Figure 1. I/O pins on the die edge (run 1).
Pins as bars across the die edge, other pins in gray.
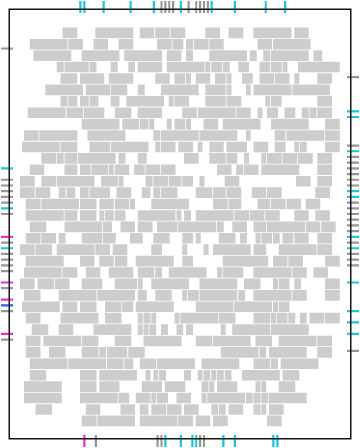
Figure 2. Clock network drawn from the DEF (run 1).
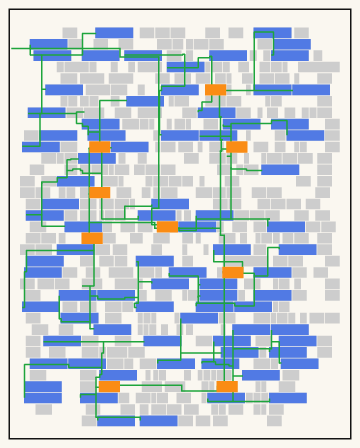
Figure 3. Track usage over the die (run 1).
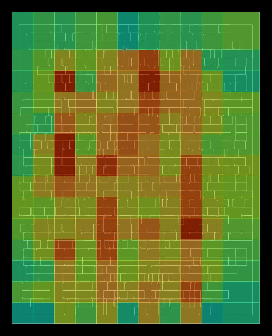
===== src/rtl/load_extend_unit.sv =====
// load_extend_unit
//
// Pipelined load-data extender placed between the data-memory read port and
// register-file writeback. Picks a byte, halfword or full word lane out of the
// raw memory word, right-justifies it, then sign- or zero-extends it to
// DATA_W bits. A destination tag rides along with each request, and accesses
// that are misaligned or use the reserved size code come out flagged with
// out_err=1 and out_data=0.
//
// Pipeline: stage 1 aligns (lane select), stage 2 extends. Each stage is
// either EMPTY or FULL (s1_v / s2_v). Stage 2 holds the registered outputs.
//
// Ports:
//   clk        - clock, all state updates on the rising edge
//   reset      - asynchronous, active-high; clears all state
//   in_valid   - request present
//   in_ready   - request accepted this cycle (combinational from out_ready)
//   in_word    - raw memory word, byte k = in_word[8k+7:8k]
//   in_off     - byte offset of the access within in_word
//   in_size    - 00 byte, 01 halfword, 10 word, 11 reserved
//   in_signed  - 1 = sign-extend, 0 = zero-extend
//   in_tag     - destination tag, passed through unchanged
//   out_valid  - result present
//   out_ready  - consumer accepts the result this cycle
//   out_data   - extended result (0 when out_err=1)
//   out_err    - misaligned or reserved-size request
//   out_tag    - tag of the request this result belongs to

module load_extend_unit #(
  parameter int DATA_W = 32,
  parameter int TAG_W  = 5,
  parameter int OFF_W  = $clog2(DATA_W/8)
) (
  input  logic              clk,
  input  logic              reset,
  input  logic              in_valid,
  output logic              in_ready,
  input  logic [DATA_W-1:0] in_word,
  input  logic [OFF_W-1:0]  in_off,
  input  logic [1:0]        in_size,
  input  logic              in_signed,
  input  logic [TAG_W-1:0]  in_tag,
  output logic              out_valid,
  input  logic              out_ready,
  output logic [DATA_W-1:0] out_data,
  output logic              out_err,
  output logic [TAG_W-1:0]  out_tag
);

  localparam logic [1:0] SZ_BYTE = 2'b00;
  localparam logic [1:0] SZ_HALF = 2'b01;
  localparam logic [1:0] SZ_WORD = 2'b10;

  // Stage occupancy.
  logic s1_v;
  logic s2_v;

  // Stage 1 (align) payload.
  logic [DATA_W-1:0] s1_lane_reg;
  logic [1:0]        s1_size_reg;
  logic              s1_signed_reg;
  logic [TAG_W-1:0]  s1_tag_reg;
  logic              s1_err_reg;

  // Stage 2 (extend) payload, drives the outputs directly.
  logic [DATA_W-1:0] out_data_reg;
  logic              out_err_reg;
  logic [TAG_W-1:0]  out_tag_reg;

  // Handshake.
  logic in_accept;
  logic s2_load;

  assign in_ready  = !s1_v || !s2_v || out_ready;
  assign in_accept = in_valid && in_ready;
  assign s2_load   = s1_v && (!s2_v || out_ready);

  // ---------------------------------------------------------------------------
  // Stage 1 combinational: lane alignment and error classification.
  // ---------------------------------------------------------------------------
  logic [OFF_W+2:0]  shift_amt;
  logic [DATA_W-1:0] shifted_word;
  logic              err_next;

  // Right-justify the addressed byte. For word accesses the only legal offset
  // is zero, so the shifted word equals in_word whenever the result is used;
  // higher bits left over for byte/halfword are overwritten in stage 2.
  assign shift_amt    = {in_off, 3'b000};
  assign shifted_word = in_word >> shift_amt;

  always_comb begin
    err_next = 1'b0;
    case (in_size)
      SZ_BYTE: err_next = 1'b0;
      SZ_HALF: err_next = in_off[0];
      SZ_WORD: err_next = (in_off != '0);
      default: err_next = 1'b1;
    endcase
  end

  // ---------------------------------------------------------------------------
  // Stage 2 combinational: fill above the lane width.
  // ---------------------------------------------------------------------------
  logic              fill_byte;
  logic              fill_half;
  logic [DATA_W-1:0] ext_data;
  logic [DATA_W-1:0] data_next;

  assign fill_byte = s1_signed_reg & s1_lane_reg[7];
  assign fill_half = s1_signed_reg & s1_lane_reg[15];

  // Per-bit fill selection. Bits 0..7 are always lane data; bits 8..15 are
  // lane data unless the access is a byte; bits 16 and up are lane data only
  // for full-word accesses.
  generate
    for (genvar gi = 0; gi < DATA_W; gi++) begin : g_ext
      if (gi < 8) begin : g_low
        assign ext_data[gi] = s1_lane_reg[gi];
      end else if (gi < 16) begin : g_mid
        assign ext_data[gi] = (s1_size_reg == SZ_BYTE) ? fill_byte : s1_lane_reg[gi];
      end else begin : g_high
        assign ext_data[gi] = (s1_size_reg == SZ_BYTE) ? fill_byte :
                              (s1_size_reg == SZ_HALF) ? fill_half :
                                                         s1_lane_reg[gi];
      end
    end
  endgenerate

  // Erroneous requests still flow through with their tag, but carry no data.
  assign data_next = s1_err_reg ? '0 : ext_data;

  // ---------------------------------------------------------------------------
  // State.
  // ---------------------------------------------------------------------------
  always_ff @(posedge clk or posedge reset) begin
    if (reset) begin
      s1_v          <= 1'b0;
      s2_v          <= 1'b0;
      s1_lane_reg   <= '0;
      s1_size_reg   <= '0;
      s1_signed_reg <= 1'b0;
      s1_tag_reg    <= '0;
      s1_err_reg    <= 1'b0;
      out_data_reg  <= '0;
      out_err_reg   <= 1'b0;
      out_tag_reg   <= '0;
    end else begin
      // Stage 1: refill on accept, otherwise empties when stage 2 takes it.
      if (in_accept) begin
        s1_v          <= 1'b1;
        s1_lane_reg   <= shifted_word;
        s1_size_reg   <= in_size;
        s1_signed_reg <= in_signed;
        s1_tag_reg    <= in_tag;
        s1_err_reg    <= err_next;
      end else if (s2_load) begin
        s1_v <= 1'b0;
      end

      // Stage 2: payload only changes on load, so a stalled result holds.
      if (s2_load) begin
        s2_v         <= 1'b1;
        out_data_reg <= data_next;
        out_err_reg  <= s1_err_reg;
        out_tag_reg  <= s1_tag_reg;
      end else if (out_ready) begin
        s2_v <= 1'b0;
      end
    end
  end

  assign out_valid = s2_v;
  assign out_data  = out_data_reg;
  assign out_err   = out_err_reg;
  assign out_tag   = out_tag_reg;

endmodule


===== config.mk =====
export PLATFORM = sky130hd
export DESIGN_NAME = load_extend_unit
export DESIGN_NICKNAME = d
export VERILOG_FILES = /design/src/rtl/load_extend_unit.sv
export SDC_FILE = /design/constraint.sdc
export NUM_CORES = 1
export LEC_CHECK = 0
export CORE_AREA = 2 2 79 100
export DETAILED_ROUTE_END_ITERATION = 10
export DIE_AREA = 0 0 81 102
export GPL_TIMING_DRIVEN = 0
export PLACE_DENSITY_LB_ADDON = 0.25
export SYNTH_ARGS = -nofsm -noshare
export SYNTH_HDL_FRONTEND = slang
export SYNTH_SLANG_ARGS = --single-unit

===== constraint.sdc =====
create_clock -name clk -period 3.99 [get_ports clk]
set_input_delay 0.798 -clock clk [delete_from_list [all_inputs] [get_ports clk]]
set_output_delay 0.798 -clock clk [all_outputs]
set_load 0.05 [all_outputs]

==> flow_metrics.env, run 1 <==
# implementation run metrics
export IMPL_postSynthSeqShare=0.513
export IMPL_crit_end="in_ready"
export IMPL_powerDensity_nw_per_um2=515
export IMPL_wl_met3_um=661
export IMPL_route_top_layer_used="met4"
export IMPL_warnings=26
export IMPL_ys_top_cells_by_count="dfrtp_1 (81), mux2i_1 (40), o21ai_0 (39), mux2_2 (37), nor2_1 (17)"
export IMPL_area_leaders="dfrtp_1 (51%), mux2_2 (11%), mux2i_1 (10%), o21ai_0 (4.9%), o31ai_1 (2.9%)"
export IMPL_final_nets=474
export IMPL_grt_overflow=0
export IMPL_ir_drop_uv=326
export IMPL_routed_via_density=5.78
export IMPL_drc=0
export IMPL_rows=35
export IMPL_fillCellCount=565
export IMPL_cts_hold_buf=0
export IMPL_hold_viol=0
export IMPL_max_freq_mhz=313
export IMPL_ys_chip_area_um2=3950
export IMPL_dr_total_vias=3035
export IMPL_reg2reg_depth=5
export IMPL_startpoint="out_ready"
export IMPL_fin_tns_setup_ns=0
export IMPL_status="completed"
export IMPL_syn_area_um2=3950
export IMPL_async_flop_share=1.00
export IMPL_clkPwrFrac=0.241
export IMPL_drt_iter0_drc=216
export IMPL_synth_nets=379
export IMPL_worstPathRequired_ns=3.19
export IMPL_p_comb_w=0.000963
export IMPL_worst_pin_slew_ns=0.675
About Figure 1:
cyan -> `out_data`  # pins 32, direction output, edge 11 right, 10 top, 8 bottom, 3 left
blue -> `in_signed`  # pins 1, direction input, edge left
magenta -> `in_tag`  # pins 5, direction input, edge 4 left, 1 bottom
all pins by edge = 30 right, 23 left, 19 top, 14 bottom

About Figure 2:
orange -> clock drivers  # count 9
blue -> flip-flops  # count 81
green -> clock wires  # length 989 um
routed clock nets = 10

About Figure 3:
GRT Max-Usage Layer: met2
Core Util, Final: 0.707
routed length per instance: 19.3 um
GR Layer Usage met3: 0.0565

==> run 1: worst max-delay path, delay by kind of cell <==
family	cells	cell delay (ns)
buf+inv	2	1.37
simple gates	1	0.23
==> run 1: stage by stage <==
step,instances,setup WS (ns),power [W],util,hold slack [ns]
2_1_floorplan,333,1.11,0.00169,-,0.450
3_3_place_gp,508,-0.176,0.00201,0.673,0.467
6_report,525,0.791,0.00265,0.707,0.502
4_1_cts,525,0.792,0.00266,0.707,0.501
3_5_place_dp,509,0.806,0.00203,0.677,0.484
5_1_grt,525,0.756,0.00276,0.707,0.516
==> run 1: layout by cell type (no fill, tap or decap), drive strengths merged, types with 2 or more instances in the layout <==
master / n
dfrtp: 81
nand2: 17
nor2b: 11
mux2: 38
inv: 9
a21o: 9
mux2i: 40
o41ai: 9
o31ai: 15
clkdlybuf4s50: 83
o21ai: 42
clkinvlp: 2
clkbuf: 22
o2bb2ai: 8
buf: 18
clkinv: 2
nor2: 18
==> run 1: cell type report <==
class | instances | area, um2 | share of cell area
sequential | 81 | 2030 | 0.394
buffer | 27 | 181 | 0.0353
tap | 92 | 115 | 0.0224
clock buffer | 12 | 165 | 0.0321
clock inverter | 4 | 50.0 | 0.00974
inverter | 10 | 40.0 | 0.00779
multi-input combinational | 215 | 1700 | 0.331
timing repair buffer | 84 | 858 | 0.167
==> run 1: cell families (layout without fill, tap and decap cells) <==
| logic type | Yosys count | in the layout | share of synthesized area |
|---|---|---|---|
| AND-OR/OR-AND | 86 | 86 | 0.156 |
| buffers and inverters | 37 | 137 | 0.0554 |
| flip-flops | 81 | 81 | 0.513 |
| multiplexers | 78 | 78 | 0.211 |
| AND/OR/NAND/NOR | 51 | 51 | 0.0650 |
Figure 4. Placement by cell class (run 1).
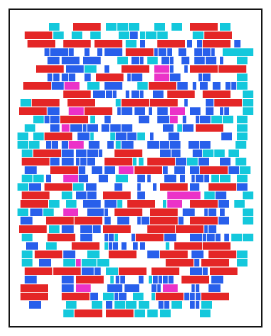

==> run 2: changes to the inputs <==
--- a/config.mk
+++ b/config.mk
@@ -5,9 +5,9 @@
 export SDC_FILE = /design/constraint.sdc
 export NUM_CORES = 1
 export LEC_CHECK = 0
-export CORE_AREA = 2 2 79 100
+export CORE_AREA = 2 2 82 104
 export DETAILED_ROUTE_END_ITERATION = 10
-export DIE_AREA = 0 0 81 102
+export DIE_AREA = 0 0 84 106
 export GPL_TIMING_DRIVEN = 0
 export PLACE_DENSITY_LB_ADDON = 0.25
 export SYNTH_ARGS = -nofsm -noshare
==> constraint.sdc (replaced) <==
create_clock -name clk -period 3.1 [get_ports clk]
set_input_delay 0.62 -clock clk [delete_from_list [all_inputs] [get_ports clk]]
set_output_delay 0.62 -clock clk [all_outputs]
set_load 0.05 [all_outputs]
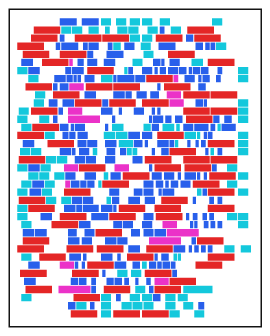
Figure 5: run 2, placement by cell class.
cyan -> other buffers and delay cells  # cells 111, share of their area 21%
red -> flops  # cells 81, share of their area 40%
blue -> combinational and other logic  # cells 225, share of their area 34%
magenta -> clock drivers and dummy loads  # cells 16, share of their area 5.1%
Core Util, Final: 0.648
Seq area share: 0.391
post-layout instance area: 5190 um2
Placeable Area: 8010 um2

==> run 2 against run 1 <==
Net effect:
- combinational power rose by 29%
- utilization fell by 5.9 points
- global-route usage fell by 2.1 points
- count of clock-buffer cells in the layout fell by 2
- routed wire length fell by 0.77%
- sequential cell count did not move
- critical path type unchanged
- largest cell class unchanged
- highest routed layer unchanged
==> flow_metrics.env, run 2 <==
# implementation run metrics
export IMPL_warnings=26
export IMPL_synth_nets=379
export IMPL_layout_cells_non_filler=530
export IMPL_worst_pin_slew_ns=0.726
export IMPL_period_minus_slack_ns=2.81
export IMPL_clock_root_buffer="clkbuf_8"
export IMPL_crit_type="primary input to output port"
export IMPL_worst_path_buf_inv=2
export IMPL_yosysUniqueCellTypes=34
export IMPL_rows=37
export IMPL_grt_first_pass_wirelength_um=16300
export IMPL_p_total_w=0.00359
export IMPL_startpoint="out_ready"
export IMPL_hold_viol=0
export IMPL_ys_chip_area_um2=3950
export IMPL_crit_cells=3
export IMPL_hold_ws_ns=0.495
export IMPL_postSynthSeqShare=0.513
export IMPL_fin_ws_ns=0.291
export IMPL_ir_drop_uv=456
export IMPL_routed_via_density=5.56
export IMPL_status="completed"
export IMPL_max_freq_mhz=356
export IMPL_dp_slack_ns=0.285
export IMPL_seq_area_um2=2030
export IMPL_r2r_slack_ns=1.53
export IMPL_drc=0
export IMPL_drt_wirelength_per_cell_um=19.0
export IMPL_final_antenna_net_count=0
export IMPL_worstPathRequired_ns=2.48
export IMPL_layout_cells_most_common="clkdlybuf4s50_1"
export IMPL_grt_overflow=0
export IMPL_reg2reg_depth=5
export IMPL_powerDensity_nw_per_um2=692
export IMPL_async_flop_share=1.00
export IMPL_fillCellCount=647
export IMPL_area_leaders="dfrtp_1 (51%), mux2_2 (11%), mux2i_1 (10%), o21ai_0 (4.9%), o31ai_1 (2.9%)"
export IMPL_dr_total_vias=2946
export IMPL_placedCellCount=514
export IMPL_syn_area_um2=3950
export IMPL_cp_top_family="buffers and inverters"
export IMPL_comb_area_um2=1700
export IMPL_final_nets=474
export IMPL_ys_top_cells_by_count="dfrtp_1 (81), mux2i_1 (40), o21ai_0 (39), mux2_2 (37), nor2_1 (17)"
export IMPL_fin_tns_setup_ns=0
export IMPL_grt_pass1_vias=3201
export IMPL_crit_end="in_ready"
export IMPL_drt_iter0_drc=117
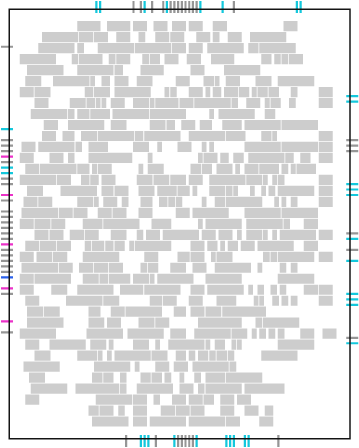
Figure 6: run 2, I/O pins on the die edge.
Pins as bars across the die edge, other pins in gray.
magenta -> `in_tag`  # pins 5, direction input, edge left
cyan -> `out_data`  # pins 32, direction output, edge 11 right, 10 bottom, 8 top, 3 left
blue -> `in_signed`  # pins 1, direction input, edge left
all pins by edge = 30 left, 21 top, 18 bottom, 17 right

-- run 2: cell types whose count changed in the layout (fill, tap and decap cells not counted), sizes merged --
| cell | previous run | this run |
|---|---|---|
| clkinvlp | 2 | 0 |
| bufinv | 1 | 4 |
| clkbuf | 22 | 20 |
| clkinv | 2 | 3 |
-- run 2: cell type report --
class | instances | share of cell area
Clock inverter | 6 | 0.0251
Inverter | 10 | 0.00772
Clock buffer | 10 | 0.0246
Buffer | 27 | 0.0350
Timing Repair Buffer | 84 | 0.165
Sequential cell | 81 | 0.391
Multi-Input combinational cell | 215 | 0.328
Tap cell | 97 | 0.0234
-- run 2: how the worst min path moves through the flow --
stage / cells past startpoint / end / start / slack, ns
finish: 1 / s1_lane_reg[31] / s1_lane_reg[31] / 0.49
global route: 1 / s1_lane_reg[31] / s1_lane_reg[31] / 0.52
detailed placement: 1 / s1_lane_reg[31] / s1_lane_reg[31] / 0.48
CTS: 1 / s1_lane_reg[31] / s1_lane_reg[31] / 0.49
floorplan: 1 / s1_lane_reg[31] / s1_lane_reg[31] / 0.45
global placement: 1 / s1_lane_reg[31] / s1_lane_reg[31] / 0.46
-- run 2: report_power, final --
part	internal (W)	total (W)	switching, W
clock	0.000614	0.000998	0.000384
combinational	0.000473	0.00124	0.000769
sequential	0.00125	0.00135	0.000101
total	0.00233	0.00359	0.00125
-- run 2: metal layers --
metal,share of wire,GRT usage
met1,0.42,0.292
met2,0.50,0.397
met3,0.040,0.0474
met4,0.039,0.122
met5,0,0
-- run 2: cells by family (layout without fill, tap and decap cells) --
| kind of cell | after synthesis | after routing | share of synthesized area |
|---|---|---|---|
| compound gates | 86 | 86 | 0.156 |
| buf+inv | 37 | 137 | 0.0554 |
| flops | 81 | 81 | 0.513 |
| mux | 78 | 78 | 0.211 |
| simple gates | 51 | 51 | 0.0650 |
No activity file was given, so power comes from the tool's default toggle rates.
